==> src/rtl/rainbow_sequencer.sv <==
// rainbow_sequencer: button-cycled display mode driving a PWM hue wheel onto the RGB LED and a PWM bar graph onto the LED bar
// CLK clock, RST sync active-high reset, BP debounced button level (high = pressed)
// LED[7:0] bar graph active-low, RGB[2:0] {B,G,R} active-low, MODE[1:0] 0 OFF / 1 BAR / 2 HUE / 3 BOTH
module rainbow_sequencer #(
  parameter int STEP_DIV = 195312,
  parameter int PWM_W = 8
) (
  input  logic       CLK,
  input  logic       RST,
  input  logic       BP,
  output logic [7:0] LED,
  output logic [2:0] RGB,
  output logic [1:0] MODE
);
  localparam logic [1:0] S_OFF = 2'd0;
  localparam int PW = $clog2(STEP_DIV);
  localparam logic [PW-1:0] LAST = PW'(STEP_DIV - 1);
  logic             bp_q, press, run, tick;
  logic [1:0]       mode_q, mode_d;
  logic [PW-1:0]    pre_q, pre_d;
  logic [7:0]       lvl_q, lvl_d;
  logic [2:0]       ph_q, ph_d;
  logic [PWM_W-1:0] pwm_q;
  logic [7:0]       duty_r, duty_g, duty_b, bar, bar_on, led_q;
  logic [2:0]       rgb_on, rgb_q;
  always_comb begin
    run    = mode_q != S_OFF;
    tick   = run && pre_q == LAST;
    press  = BP & ~bp_q;
    mode_d = press ? mode_q + 2'd1 : mode_q;
    pre_d  = !run ? pre_q : tick ? '0 : pre_q + 1'b1;
    lvl_d  = tick ? lvl_q + 8'd1 : lvl_q;
    ph_d   = (tick && lvl_q == 8'hFF) ? (ph_q == 3'd5 ? 3'd0 : ph_q + 3'd1) : ph_q;
    // ~lvl is 255-lvl: the falling ramp of each phase
    duty_r = (ph_q == 3'd0 || ph_q == 3'd5) ? 8'hFF : ph_q == 3'd1 ? ~lvl_q : ph_q == 3'd4 ? lvl_q : 8'h00;
    duty_g = (ph_q == 3'd1 || ph_q == 3'd2) ? 8'hFF : ph_q == 3'd0 ? lvl_q : ph_q == 3'd3 ? ~lvl_q : 8'h00;
    duty_b = (ph_q == 3'd3 || ph_q == 3'd4) ? 8'hFF : ph_q == 3'd2 ? lvl_q : ph_q == 3'd5 ? ~lvl_q : 8'h00;
    rgb_on = {pwm_q < duty_b, pwm_q < duty_g, pwm_q < duty_r};
    // thermometer of level[7:5]+1 lit LEDs, all sharing one duty-255 gate
    bar    = 8'hFF >> (3'd7 - lvl_q[7:5]);
    bar_on = (pwm_q != '1) ? bar : 8'h00;
  end
  always_ff @(posedge CLK) begin
    if (RST) begin
      bp_q   <= 1'b1;
      mode_q <= S_OFF;
      pre_q  <= '0;
      lvl_q  <= '0;
      ph_q   <= '0;
      pwm_q  <= '0;
      led_q  <= 8'hFF;
      rgb_q  <= 3'b111;
    end else begin
      bp_q   <= BP;
      mode_q <= mode_d;
      pre_q  <= pre_d;
      lvl_q  <= lvl_d;
      ph_q   <= ph_d;
      pwm_q  <= pwm_q + 1'b1;
      led_q  <= mode_q[0] ? ~bar_on : 8'hFF;
      rgb_q  <= mode_q[1] ? ~rgb_on : 3'b111;
    end
  end
  assign LED  = led_q;
  assign RGB  = rgb_q;
  assign MODE = mode_q;
endmodule

==> config.mk <==
export PLATFORM = sky130hd
export DESIGN_NAME = rainbow_sequencer
export DESIGN_NICKNAME = d
export VERILOG_FILES = /design/src/rtl/rainbow_sequencer.sv
export SDC_FILE = /design/constraint.sdc
export NUM_CORES = 1
export LEC_CHECK = 0
export CAP_MARGIN = 30
export CORE_AREA = 4 4 91 93
export CTS_CLUSTER_SIZE = 16
export DETAILED_ROUTE_END_ITERATION = 8
export DIE_AREA = 0 0 95 97
export HOLD_SLACK_MARGIN = 0.12
export PLACE_DENSITY_LB_ADDON = 0.25
export SYNTH_ARGS = -nofsm -noshare
export SYNTH_HDL_FRONTEND = slang
export SYNTH_SLANG_ARGS = --single-unit
==> constraint.sdc <==
create_clock -name CLK -period 3.6 [get_ports CLK]
set_input_delay 0.36 -clock CLK [delete_from_list [all_inputs] [get_ports CLK]]
set_output_delay 0.36 -clock CLK [all_outputs]
set_load 0.02 [all_outputs]
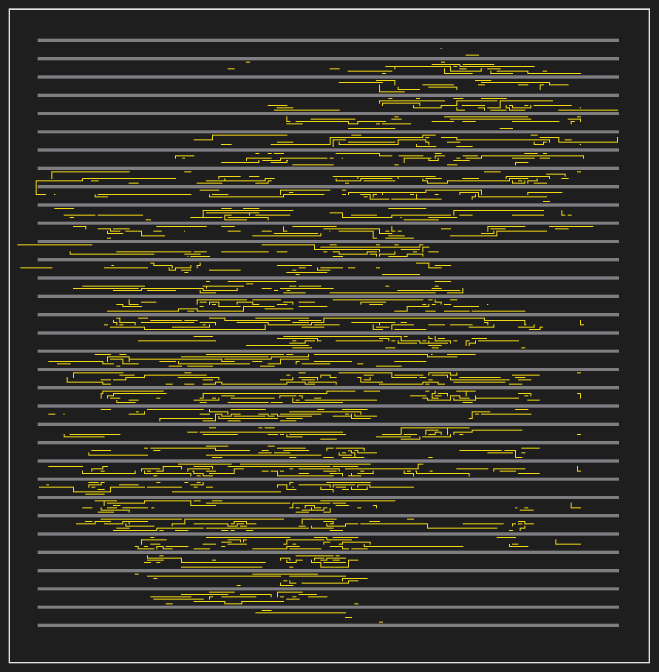
Fig. 1. Signal wires on met1 (run 1).
Supply wires on this layer in gray.
The wires run mostly horizontal. The layer carries 3200 µm of wire. The layer holds 52% of the routed length.
final wirelength: 6211 µm
met1 global-route usage: 21.99%
via count of the routed design: 2375

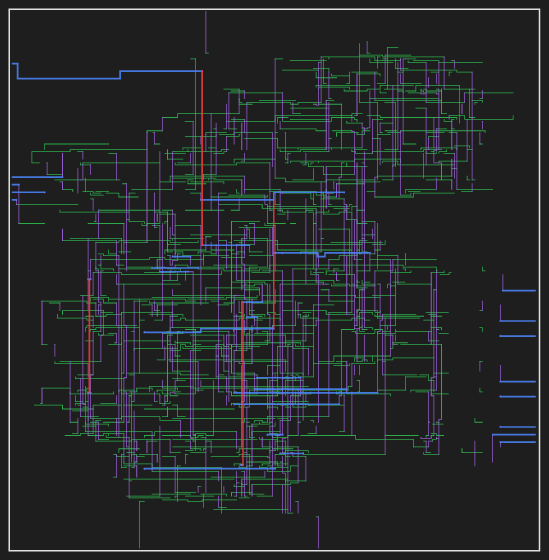
Fig. 2. Metal layers overlaid (run 1).
Key: M4 = red [wire length 104 µm]; M1 = green [wire length 3200 µm]; M3 = blue [wire length 305 µm]; M2 = purple [wire length 2600 µm]
routed len/inst: 13.33 µm
Overall Global Routing Usage: 14.92%

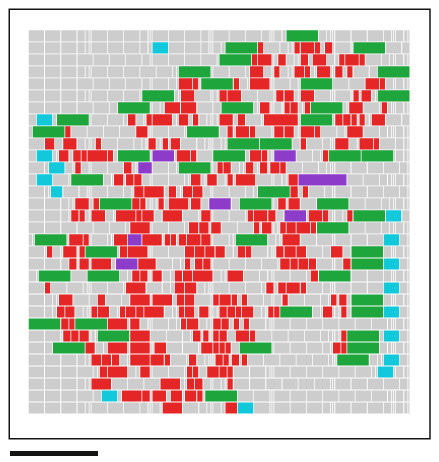
Fig. 3. Placed cells, one color a class (run 1).
The bar under the picture is 20 µm long. Fill, decap, tap and diode cells in gray.
Key: remaining buffers and delay cells = cyan [cells 16]; remaining logic cells = red [cells 289]; registers = green [cells 51]; clock drivers and dummy loads = purple [cells 8]
count of standard-cell rows: 32
Finished Cell Area: 3239 µm²
final standard cell utilization of the core: 43.04%
Floorplan Core Area: 7527 µm²
flop share of the area: 31.52%

==> impl_metrics.json, run 1 <==
{
  "status": "complete, no violations",
  "finalSetupViolCount": 0,
  "timing.clock.skew_ns": 0.01297,
  "crit_chain": "inv_1, ha_1, nor2b_1, o32ai_1, ha_1, a211oi_1, o21ai_0, nor3_1, a21oi_1",
  "avgViaCountPerCell": 5.097,
  "ys_types": 47,
  "core_util_floorplan_pct": 38.86,
  "grt_start_max_net_pins": 31,
  "post_cts.repair.setup_buffers": 0,
  "timing.hold.worst_endpoint": "pre_q[1]",
  "cp.buffers_inverters": 1,
  "grt_util_met2_pct": 21.37,
  "proportion_of_synthesized_flip_flops_having_asynchronous_set_or_reset_pct": 0,
  "holdBufCountCts": 0,
  "logic_area_um2": 1783,
  "netlist_area_um2": 2925,
  "area.sequential_um2": 1021,
  "timing_worst_setup_path_type": "reg2reg",
  "die-width_um": 95,
  "grt_setup_unrepaired": "false",
  "drt_iter0_drcs": 166,
  "yosys_warnings": 0,
  "ant_nets": 0,
  "worstSetupEndpointType": "register",
  "final_max_slew_viol_count": 0,
  "io-pin-count": 16,
  "power_w": 0.001042,
  "dieHeight_um": 97,
  "slew-limit-headroom_pct": 41.48,
  "globalplace.congestion": 0.8779,
  "cts-buffers-inserted": 5,
  "insertedDiodeCount": 0,
  "place_area_um2": 3123,
  "crit_arrival_ns": 2.96,
  "detailedPlace.worstSlack_ns": 0.8906,
  "timing.reg2reg.worst_path_depth": 9,
  "cp_common_cell": "sky130_fd_sc_hd__ha_1",
  "globalRouteMet3Util_pct": 3.888,
  "tool_warnings": 26,
  "ys_seq_share_pct": 34.90,
  "dp.final_hpwl_um": 4457,
  "p_int_w": 0.0008003,
  "tritoncts": "yes",
  "clock-sinks": 51,
  "switching_share_pct": 23.22,
  "power_leader": "registers",
  "finish.net_count": 392,
  "comb_power_share_pct": 4.1,
  "startpoint_type": "register",
  "post-route-worst-setup-slack_ns": 0.8464,
  "clk_pin_slew_worst_paths_ns": 0.11,
  "vias_in_the_first_global_route": 2253,
  "holdCritStartpoint": "pre_q[1]",
  "clockRootBuffer": "sky130_fd_sc_hd__clkbuf_8",
  "power.leakage_nw": 1.176,
  "share_seq_of_total_power_pct": 55.4,
  "dr.pass1.iters": 4,
  "number_of_violations_of_the_max_capacitance_limit": 0,
  "synthDominantCellAreaShare_pct": 34.90,
  "final_min_period_over_clock_period_pct": 76.49,
  "power_sequential_w": 0.000577,
  "r2r-end": "RGB[1]",
  "min_delay_path_depth": 2,
  "syn_nets": 390,
  "max_clock_freq_ghz": 0.3632,
  "synth-main-ff-cell": "sky130_fd_sc_hd__dfxtp_1",
  "antenna_violations_before_repair": 0
}
run 1: sequential cells by signal, indices dropped and copies added (netlist names):
name,count
RGB,3
MODE,2
pwm_q,8
ph_q,3
bp_q,1
lvl_q,8
pre_q,18
LED,8
run 1: through the flow:
stage          instances  hold WS [ns]
5_1_grt              466        0.5048
3_5_place_dp         458        0.4765
2_1_floorplan        361        0.4524
3_3_place_gp         458        0.4716
4_1_cts              466        0.4916
6_report             466        0.4863
run 1: cells in the mapped netlist, drive strengths merged, types with 2 or more instances:
cell type	number
or4	4
xnor2	15
o211ai	9
and3	2
nand2	39
or2	4
and4b	2
and4	3
a21oi	22
or3	7
nor2b	16
a31oi	2
ha	26
nand4	5
dfxtp	51
clkbuf	15
nand2b	4
nor3	13
nor2	42
nand3	16
nor4	2
xor2	10
and2	2
o21ai	14
buf	6
o22ai	6
inv	9
run 1: layout by cell type, fill, tap and decap left out, types with 2 or more instances in the layout:
cell type                          n
sky130_fd_sc_hd__or3_1             7
sky130_fd_sc_hd__a31oi_1           2
sky130_fd_sc_hd__nand4_1           4
sky130_fd_sc_hd__a21oi_1          22
sky130_fd_sc_hd__nand3_1          16
sky130_fd_sc_hd__o21ai_0          14
sky130_fd_sc_hd__and3_1            2
sky130_fd_sc_hd__nor3_1           13
sky130_fd_sc_hd__and4b_1           2
sky130_fd_sc_hd__and4_1            3
sky130_fd_sc_hd__or4_1             3
sky130_fd_sc_hd__nand2b_1          4
sky130_fd_sc_hd__dfxtp_1          51
sky130_fd_sc_hd__nor2_1           42
sky130_fd_sc_hd__o211ai_1          9
sky130_fd_sc_hd__o22ai_1           6
sky130_fd_sc_hd__nand2_1          39
sky130_fd_sc_hd__xnor2_1          15
sky130_fd_sc_hd__clkbuf_8          5
sky130_fd_sc_hd__nor4_1            2
sky130_fd_sc_hd__clkdlybuf4s50_1  15
sky130_fd_sc_hd__and2_1            2
sky130_fd_sc_hd__nor2b_1          16
sky130_fd_sc_hd__or2_2             3
sky130_fd_sc_hd__ha_1             26
sky130_fd_sc_hd__inv_1             9
sky130_fd_sc_hd__xor2_1           10
run 1: worst max path at each step:
stage | depth (start not counted) | endpoint | slack [ns] | start
6_report | 9 | RGB[1] | 0.85 | ph_q[2]
5_1_grt | 9 | RGB[1] | 0.62 | ph_q[2]
2_1_floorplan | 11 | RGB[1] | 1.13 | ph_q[0]
3_3_place_gp | 9 | RGB[1] | 0.98 | ph_q[2]
3_5_place_dp | 9 | RGB[1] | 0.89 | ph_q[2]
4_1_cts | 9 | RGB[1] | 0.87 | ph_q[2]
run 1: per-layer routing:
layer / vias up / share of wire, %
li1: 1264 / -
met1: 1056 / 52
met2: 46 / 42
met3: 9 / 4.9
met4: 0 / 1.7
met5: - / 0
run 1: logic make-up after synthesis:
kind of cell	after synthesis	synth area share, %
adders and majority gates	26	11.12
buffers and inverters	30	4.149
DFF	51	34.90
and+or+nand+nor	164	28.61
xor gates and xnor gates	25	7.485
AOI/OAI and AO/OA	65	13.73
run 1: layout make-up:
type	count	share of cell area [%]
sequential	51	31.52
clock buffer	5	2.124
tap	102	3.940
clock inverter	3	1.468
inverter	9	1.043
timing repair buffer	16	4.867
multi-input combinational	280	55.04
Fig. 4: run 1, wire density map
19 x 19 tiles, from black (low) to pale yellow (high), scaled to the fullest tile. Values are wire area over tile area, all layers added.
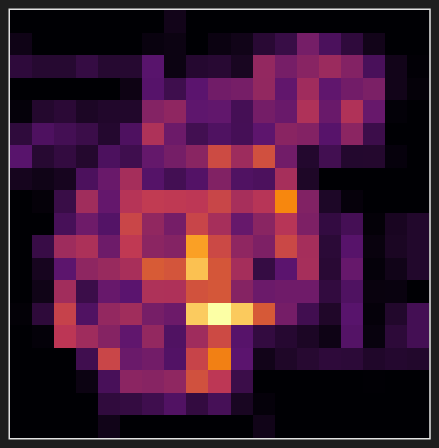

## Run 2: what changed since run 1
==> constraint.sdc (replaced) <==
create_clock -name CLK -period 2.6 [get_ports CLK]
set_input_delay 0.26 -clock CLK [delete_from_list [all_inputs] [get_ports CLK]]
set_output_delay 0.26 -clock CLK [all_outputs]
set_load 0.02 [all_outputs]
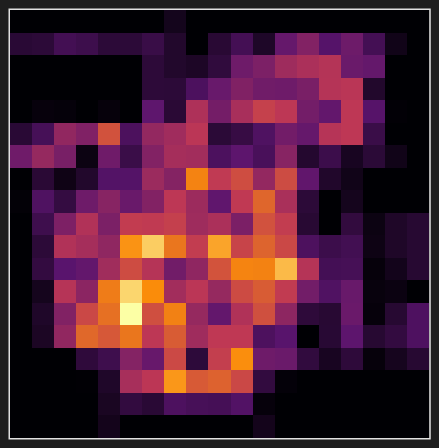
Fig. 5. Wire density map (run 2).
19 x 19 tiles, from black (low) to pale yellow (high), scaled to the fullest tile. Values are wire area over tile area, all layers added.
The mean over all tiles is 0.11. 14% of the tiles are over half the peak. 31% of the tiles are nearly empty. The densest ninth of the die: center. The fullest tile reaches 0.48. The emptiest ninth of the die: south-east.
final wirelength: 6351 µm
via count of the routed design: 2489
Overall Global Routing Usage: 14.40%
routed len/inst: 13.26 µm

==> run 2 against run 1 <==
Net effect:
- clock-buffer cell count rose by 1
- clock power rose by 9.0%
- utilization rose by 0.88 points
- global-route usage fell by 0.52 points
- first-iteration DRC count fell by 25%
- maximum frequency rose by 19%
- worst setup slack got worse by 0.56 ns
- critical path depth fell by 2
- sequential power rose by 39%
- cell count rose by 2.8%
- critical path type unchanged
- highest routed layer unchanged
==> impl_metrics.json, run 2 <==
{
  "wl_met2_um": 2759,
  "die-area_um2": 9215,
  "slew-limit-headroom_pct": 69.08,
  "buffer_ports.inserted": 15,
  "vias_in_the_first_global_route": 2273,
  "crit_arrival_ns": 2.55,
  "number_of_violations_of_the_max_capacitance_limit": 0,
  "hp-class": "reg2reg",
  "dp.final_hpwl_um": 4651,
  "regMostFlops": "pre_q",
  "muxShareOfSynthArea_pct": 0,
  "timing.clock.skew_ns": 0.01078,
  "grt_pass1_wl_um": 10850,
  "route.met3.wl_um": 298,
  "clock-sinks": 51,
  "clk_pin_slew_worst_paths_ns": 0.09,
  "postLayoutCoreUtil_pct": 43.92,
  "grt_start_max_net_pins": 17,
  "holdCritStartpoint": "pre_q[1]",
  "tritoncts": "yes",
  "final_layout_top_logic_cell": "sky130_fd_sc_hd__dfxtp_1",
  "yosys-stat-cells": 361,
  "syn-instance-count": 361,
  "max_clock_freq_ghz": 0.4319,
  "post_cts_resized": 0,
  "synth_xor_xnor_area_share_pct": 7.485,
  "syn_nets": 390,
  "status": "complete, no violations",
  "nFillCells": 811,
  "proportion_of_synthesized_flip_flops_having_asynchronous_set_or_reset_pct": 0,
  "netlist_area_um2": 2925,
  "grt_setup_unrepaired": "false",
  "finished_cell_area_um2": 3306,
  "cts-buffers-inserted": 5,
  "dieHeight_um": 97,
  "synth-compound-area-share_pct": 13.73,
  "ys_types": 47,
  "finalSetupViolCount": 0,
  "drive_gt1_share_pct": 7.427,
  "synth_flop_count": 51,
  "worstSkewPairLatency_ns": 0.30,
  "met1_length_um": 3229,
  "reg_to_reg_start": "MODE[0]",
  "ys_top_logic_family": "simple AND/OR/NAND/NOR gates",
  "timing_worst_setup_path_type": "reg2reg",
  "finish.net_count": 405,
  "antenna_violations_before_repair": 0,
  "post-place-cells": 471,
  "worstPathMaxFanout": 7,
  "ys_seq_share_pct": 34.90,
  "yosys.cell_count.top_type": "sky130_fd_sc_hd__dfxtp_1",
  "final_count_of_hold_timing_violations": 0,
  "fin_tns_setup_ns": 0,
  "synth.top_cells.by_area": "sky130_fd_sc_hd__dfxtp_1, sky130_fd_sc_hd__ha_1, sky130_fd_sc_hd__nor2_1",
  "layout-area-overhead-vs-synth_pct": 13.00,
  "routed.top_layer": "met4",
  "top_cells_by_count": "sky130_fd_sc_hd__dfxtp_1, sky130_fd_sc_hd__nor2_1, sky130_fd_sc_hd__nand2_1, sky130_fd_sc_hd__ha_1, sky130_fd_sc_hd__a21oi_1",
  "dr.pass1.iters": 4,
  "min_period_ns": 2.315,
  "drt_iter0_drcs": 125,
  "globalRouteOverflowTotal": 0,
  "clockRootBuffer": "sky130_fd_sc_hd__clkbuf_8",
  "synth_chip_area_um2": 2925,
  "synth-edff-count": 0,
  "setup.worst_path.start": "MODE[0]",
  "synth-main-ff-cell": "sky130_fd_sc_hd__dfxtp_1",
  "synth-simple-area-share_pct": 28.61,
  "yosys_warnings": 0,
  "ant_nets": 0,
  "largest_area_cell": "sky130_fd_sc_hd__dfxtp_1",
  "drc_errors": 0,
  "final_min_period_over_clock_period_pct": 89.05,
  "std_cell_rows": 32,
  "io-pin-count": 16,
  "core_util_floorplan_pct": 38.86,
  "globalplace.congestion": 0.8455,
  "power_density_nw_per_um2": 399.9,
  "post_cts.repair.setup_buffers": 0,
  "clock_tree.buffer_depth": 2,
  "adder_share_pct": 11.12,
  "worstSetupEndpointType": "register",
  "power_w": 0.001322,
  "startpoint_type": "register",
  "final_max_slew_viol_count": 0,
  "power.leakage_nw": 1.226,
  "irDropWorstVdd_v": 0.0002472,
  "syn_avg_cell_area_um2": 8.103,
  "avgViaCountPerCell": 5.196,
  "tool_warnings": 26,
  "die-width_um": 95,
  "holdBufCountCts": 0,
  "core-area_um2": 7527,
  "tightest_slew_ns": 0.4633,
  "place_area_um2": 3221,
  "critPathRequiredTime_ns": 2.84,
  "synthDominantCellAreaShare_pct": 34.90,
  "largest_register_ff_count": 18,
  "final_cells": 479,
  "insertedDiodeCount": 0,
  "layout_top_cells_excl_fill_tap": "sky130_fd_sc_hd__dfxtp_1, sky130_fd_sc_hd__nor2_1, sky130_fd_sc_hd__nand2_1, sky130_fd_sc_hd__ha_1, sky130_fd_sc_hd__a21oi_1",
  "h_tree_levels": 2
}
## run 2: worst paths after layout
check	end	slack (ns)	cells past startpoint
worst min register to register	pre_q[1]	0.49	2
worst min-delay path	pre_q[1]	0.49	2
worst max-delay path	lvl_q[7]	0.28	7
worst max register to register	lvl_q[7]	0.28	7
## run 2: stage by stage
step                      worst slack (ns)  hold slack (ns)
after floorplan                     0.1304           0.3666
after detailed placement            0.2813           0.4771
final                               0.2848           0.4936
after CTS                           0.2621           0.5019
after global routing                0.1416           0.5451
after global placement              0.3346           0.4780
## run 2: routing by layer
metal / up-vias / GRT usage [%]
met5: - / 0
met4: 0 / 3.552
met3: 5 / 2.877
met2: 44 / 21.20
met1: 1152 / 21.36
li1: 1288 / -
## run 2: critical path, cell delays in order (launching register included)
cell and delay, ns:
sky130_fd_sc_hd__dfxtp_1 0.38, sky130_fd_sc_hd__inv_1 0.07, sky130_fd_sc_hd__ha_1 0.26, sky130_fd_sc_hd__and4b_1 0.34, sky130_fd_sc_hd__nand4_4 0.14, sky130_fd_sc_hd__or4_4 0.57, sky130_fd_sc_hd__or3_1 0.35, sky130_fd_sc_hd__a21oi_1 0.14
## run 2: cell type report
class	count	area, µm²	share of cell area (%)
Tap cell	102	127.6	3.861
Clock buffer	6	72.57	2.195
Sequential cell	51	1021	30.89
Clock inverter	2	12.51	0.3785
Timing Repair Buffer	29	255.2	7.721
Multi-Input combinational cell	280	1783	53.94
Inverter	9	33.78	1.022
## run 2: cells by family after synthesis
| kind of cell | after synthesis |
|---|---|
| AND/OR/NAND/NOR | 164 |
| XOR/XNOR | 25 |
| flip-flops | 51 |
| AND-OR/OR-AND | 65 |
| adder cells (fa/ha/maj) | 26 |
| buffers and inverters | 30 |
## run 2: power breakdown
group          leakage, nW  switching (W)  internal, W
clock network       0.0412       0.000272     0.000189
registers            0.412      0.0000106     0.000789
logic                0.773      0.0000325    0.0000296
total                 1.23       0.000315      0.00101
## Run 3: what changed since run 2
==> constraint.sdc (replaced) <==
create_clock -name CLK -period 2.6 [get_ports CLK]
set_input_delay 0.26 -clock CLK [delete_from_list [all_inputs] [get_ports CLK]]
set_output_delay 0.26 -clock CLK [all_outputs]
set_load 0.005 [all_outputs]
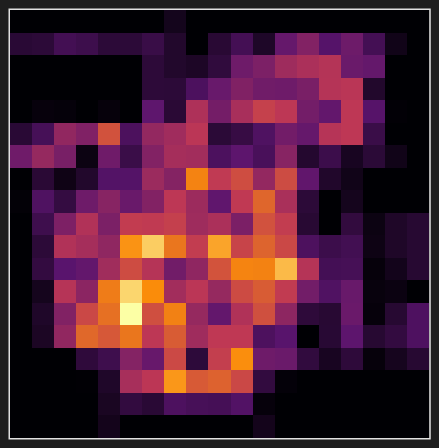
Fig. 6. Wire density map (run 3).
19 x 19 tiles, from black (low) to pale yellow (high), scaled to the fullest tile. Values are wire area over tile area, all layers added.
14% of the tiles are over half the peak. The fullest tile reaches 0.48. The emptiest ninth of the die: south-east. The densest ninth of the die: center. The mean over all tiles is 0.11. 31% of the tiles are nearly empty.

==> run 3 against run 2 <==
Net effect:
- combinational power fell by 3.7%
- maximum frequency did not move
- flip-flop count did not move
- die area did not move
- synthesized cell count did not move
- cell area did not move
- register-to-register slack barely moved
- first-iteration DRC count did not move
- global-route usage did not move
- clock skew did not move
- total power fell by 0.17%
- critical endpoint unchanged
- largest power group unchanged
==> impl_metrics.json, run 3 <==
{
  "routed_wire_length_per_instance_um": 13.26,
  "critPathRequiredTime_ns": 2.84,
  "drt_iter0_drcs": 125,
  "tool_warnings": 26,
  "fin_tns_setup_ns": 0,
  "area.sequential_um2": 1021,
  "adder_share_pct": 11.12,
  "final_max_slew_viol_count": 0,
  "startpoint_type": "register",
  "regMostFlops": "pre_q",
  "synth_chip_area_um2": 2925,
  "power_density_nw_per_um2": 399.3,
  "clockRootBuffer": "sky130_fd_sc_hd__clkbuf_8",
  "layout-area-overhead-vs-synth_pct": 13.00,
  "timing.hold.worst_endpoint": "pre_q[1]",
  "clock_tree.buffer_depth": 2,
  "grt_usage_pct": 14.40,
  "r2r-end": "lvl_q[7]",
  "clk_pin_slew_worst_paths_ns": 0.09,
  "layout_top_cells_excl_fill_tap": "sky130_fd_sc_hd__dfxtp_1, sky130_fd_sc_hd__nor2_1, sky130_fd_sc_hd__nand2_1, sky130_fd_sc_hd__ha_1, sky130_fd_sc_hd__a21oi_1",
  "number_of_violations_of_the_max_capacitance_limit": 0,
  "post-route-worst-setup-slack_ns": 0.2848,
  "dr.pass1.iters": 4,
  "synth_xor_xnor_area_share_pct": 7.485,
  "cts-buffers-inserted": 5,
  "max_clock_freq_ghz": 0.4319,
  "die-width_um": 95,
  "drc_errors": 0,
  "syn_nets": 390,
  "core-area_um2": 7527,
  "synth_flop_count": 51,
  "status": "complete, no violations",
  "antenna_violations_before_repair": 0,
  "finish.net_count": 405,
  "synth-main-ff-cell": "sky130_fd_sc_hd__dfxtp_1",
  "post_cts_resized": 0,
  "largest_register_ff_count": 18,
  "dieHeight_um": 97,
  "ant_nets": 0,
  "ys_seq_share_pct": 34.90,
  "tritoncts": "yes",
  "dp.final_hpwl_um": 4651,
  "top_cells_by_count": "sky130_fd_sc_hd__dfxtp_1, sky130_fd_sc_hd__nor2_1, sky130_fd_sc_hd__nand2_1, sky130_fd_sc_hd__ha_1, sky130_fd_sc_hd__a21oi_1",
  "worstSkewPairLatency_ns": 0.30,
  "detailedPlace.worstSlack_ns": 0.2813,
  "reg_to_reg_start": "MODE[0]",
  "syn_avg_cell_area_um2": 8.103,
  "finished_cell_area_um2": 3306,
  "logic_area_um2": 1783,
  "rrSetupSlack_ns": 0.28,
  "final_cells": 479,
  "drive_gt1_share_pct": 7.427,
  "largest_area_cell": "sky130_fd_sc_hd__dfxtp_1",
  "timing.clock.skew_ns": 0.01078,
  "synth-simple-area-share_pct": 28.61,
  "yosys_warnings": 0,
  "timing_worst_setup_path_type": "reg2reg",
  "vias_in_the_first_global_route": 2273,
  "slew-limit-headroom_pct": 69.08,
  "power.leakage_nw": 1.226,
  "final_min_period_over_clock_period_pct": 89.05,
  "post_cts.repair.setup_buffers": 0,
  "tightest_slew_ns": 0.4633,
  "globalRouteOverflowTotal": 0,
  "nFillCells": 811,
  "hp-class": "reg2reg",
  "drt_wl_total_um": 6351,
  "irDropWorstVdd_v": 0.0002472,
  "cp.buffers_inverters": 1,
  "h_tree_levels": 2,
  "crit_chain": "inv_1, ha_1, and4b_1, nand4_4, or4_4, or3_1, a21oi_1",
  "path_delay_family": "simple AND/OR/NAND/NOR gates",
  "die-area_um2": 9215,
  "holdCritStartpoint": "pre_q[1]",
  "grt_pass1_wl_um": 10850,
  "globalplace.congestion": 0.8455,
  "post-place-cells": 471,
  "worstPathMaxFanout": 7,
  "finalSetupViolCount": 0,
  "muxShareOfSynthArea_pct": 0,
  "final_layout_top_logic_cell": "sky130_fd_sc_hd__dfxtp_1",
  "yosys.cell_count.top_type": "sky130_fd_sc_hd__dfxtp_1",
  "netlist_area_um2": 2925,
  "cpPeakStageDelay_ns": 0.57,
  "synth-compound-area-share_pct": 13.73,
  "grt_setup_unrepaired": "false",
  "avgViaCountPerCell": 5.196,
  "synth.top_cells.by_area": "sky130_fd_sc_hd__dfxtp_1, sky130_fd_sc_hd__ha_1, sky130_fd_sc_hd__nor2_1",
  "synthDominantCellAreaShare_pct": 34.90,
  "routed-via-count": 2489,
  "insertedDiodeCount": 0
}
[run 3: cell counts in the layout (fill, tap and decap cells not counted)]
Identical to the previous run, type by type.
[run 3: kinds of logic (layout without fill, tap and decap cells)]
| logic type | after synthesis | count (layout) |
|---|---|---|
| adders and majority gates | 26 | 26 |
| DFF | 51 | 51 |
| xor gates and xnor gates | 25 | 25 |
| and+or+nand+nor | 164 | 164 |
| buffers and inverters | 30 | 46 |
| AOI/OAI and AO/OA | 65 | 65 |
[run 3: worst max path at each step]
| stage | from | endpoint | slack (ns) | cells past startpoint |
|---|---|---|---|---|
| final | MODE[0] | lvl_q[7] | 0.28 | 7 |
| after global routing | MODE[0] | ph_q[2] | 0.14 | 7 |
| after CTS | MODE[0] | ph_q[2] | 0.26 | 7 |
| after detailed placement | MODE[0] | ph_q[2] | 0.28 | 7 |
| after global placement | MODE[0] | lvl_q[7] | 0.33 | 7 |
| after floorplan | ph_q[0] | RGB[1] | 0.13 | 11 |
[run 3: area by class of cell]
type                       instances  share of cell area [%]
multi-input combinational        280                   53.94
sequential                        51                   30.89
timing repair buffer              29                   7.721
tap                              102                   3.861
clock buffer                       6                   2.195
inverter                           9                   1.022
clock inverter                     2                  0.3785
[run 3: worst register-to-register path: stages, from the launching register on]
cell,delay [ns]
sky130_fd_sc_hd__dfxtp_1,0.38
sky130_fd_sc_hd__inv_1,0.07
sky130_fd_sc_hd__ha_1,0.26
sky130_fd_sc_hd__and4b_1,0.34
sky130_fd_sc_hd__nand4_4,0.14
sky130_fd_sc_hd__or4_4,0.57
sky130_fd_sc_hd__or3_1,0.35
sky130_fd_sc_hd__a21oi_1,0.14
[run 3: metal layers]
metal	vias up	part of all wire [%]	track usage (%)
li1	1288	-	-
met1	1152	51	21.36
met2	44	43	21.20
met3	5	4.7	2.877
met4	0	0.98	3.552
met5	-	0	0
[run 3: where the power goes]
group | total (W) | leakage (nW) | switching, W | internal, W
Clock | 0.000461 | 0.0412 | 0.000272 | 0.000189
Sequential | 0.000800 | 0.412 | 0.0000106 | 0.000789
Combinational | 0.0000597 | 0.773 | 0.0000302 | 0.0000295
Total | 0.00132 | 1.23 | 0.000312 | 0.00101
[run 3: metrics by stage]
| step | util, % | total power [W] | hold WS [ns] |
|---|---|---|---|
| floorplan | - | 0.0008545 | 0.3666 |
| detailed placement | 42.79 | 0.0008771 | 0.4771 |
| global route | 43.92 | 0.001375 | 0.5451 |
| finish | 43.92 | 0.001320 | 0.4936 |
| CTS | 43.92 | 0.001334 | 0.5019 |
| global placement | 42.79 | 0.0008762 | 0.4780 |
Power and IR drop assume default switching activity.
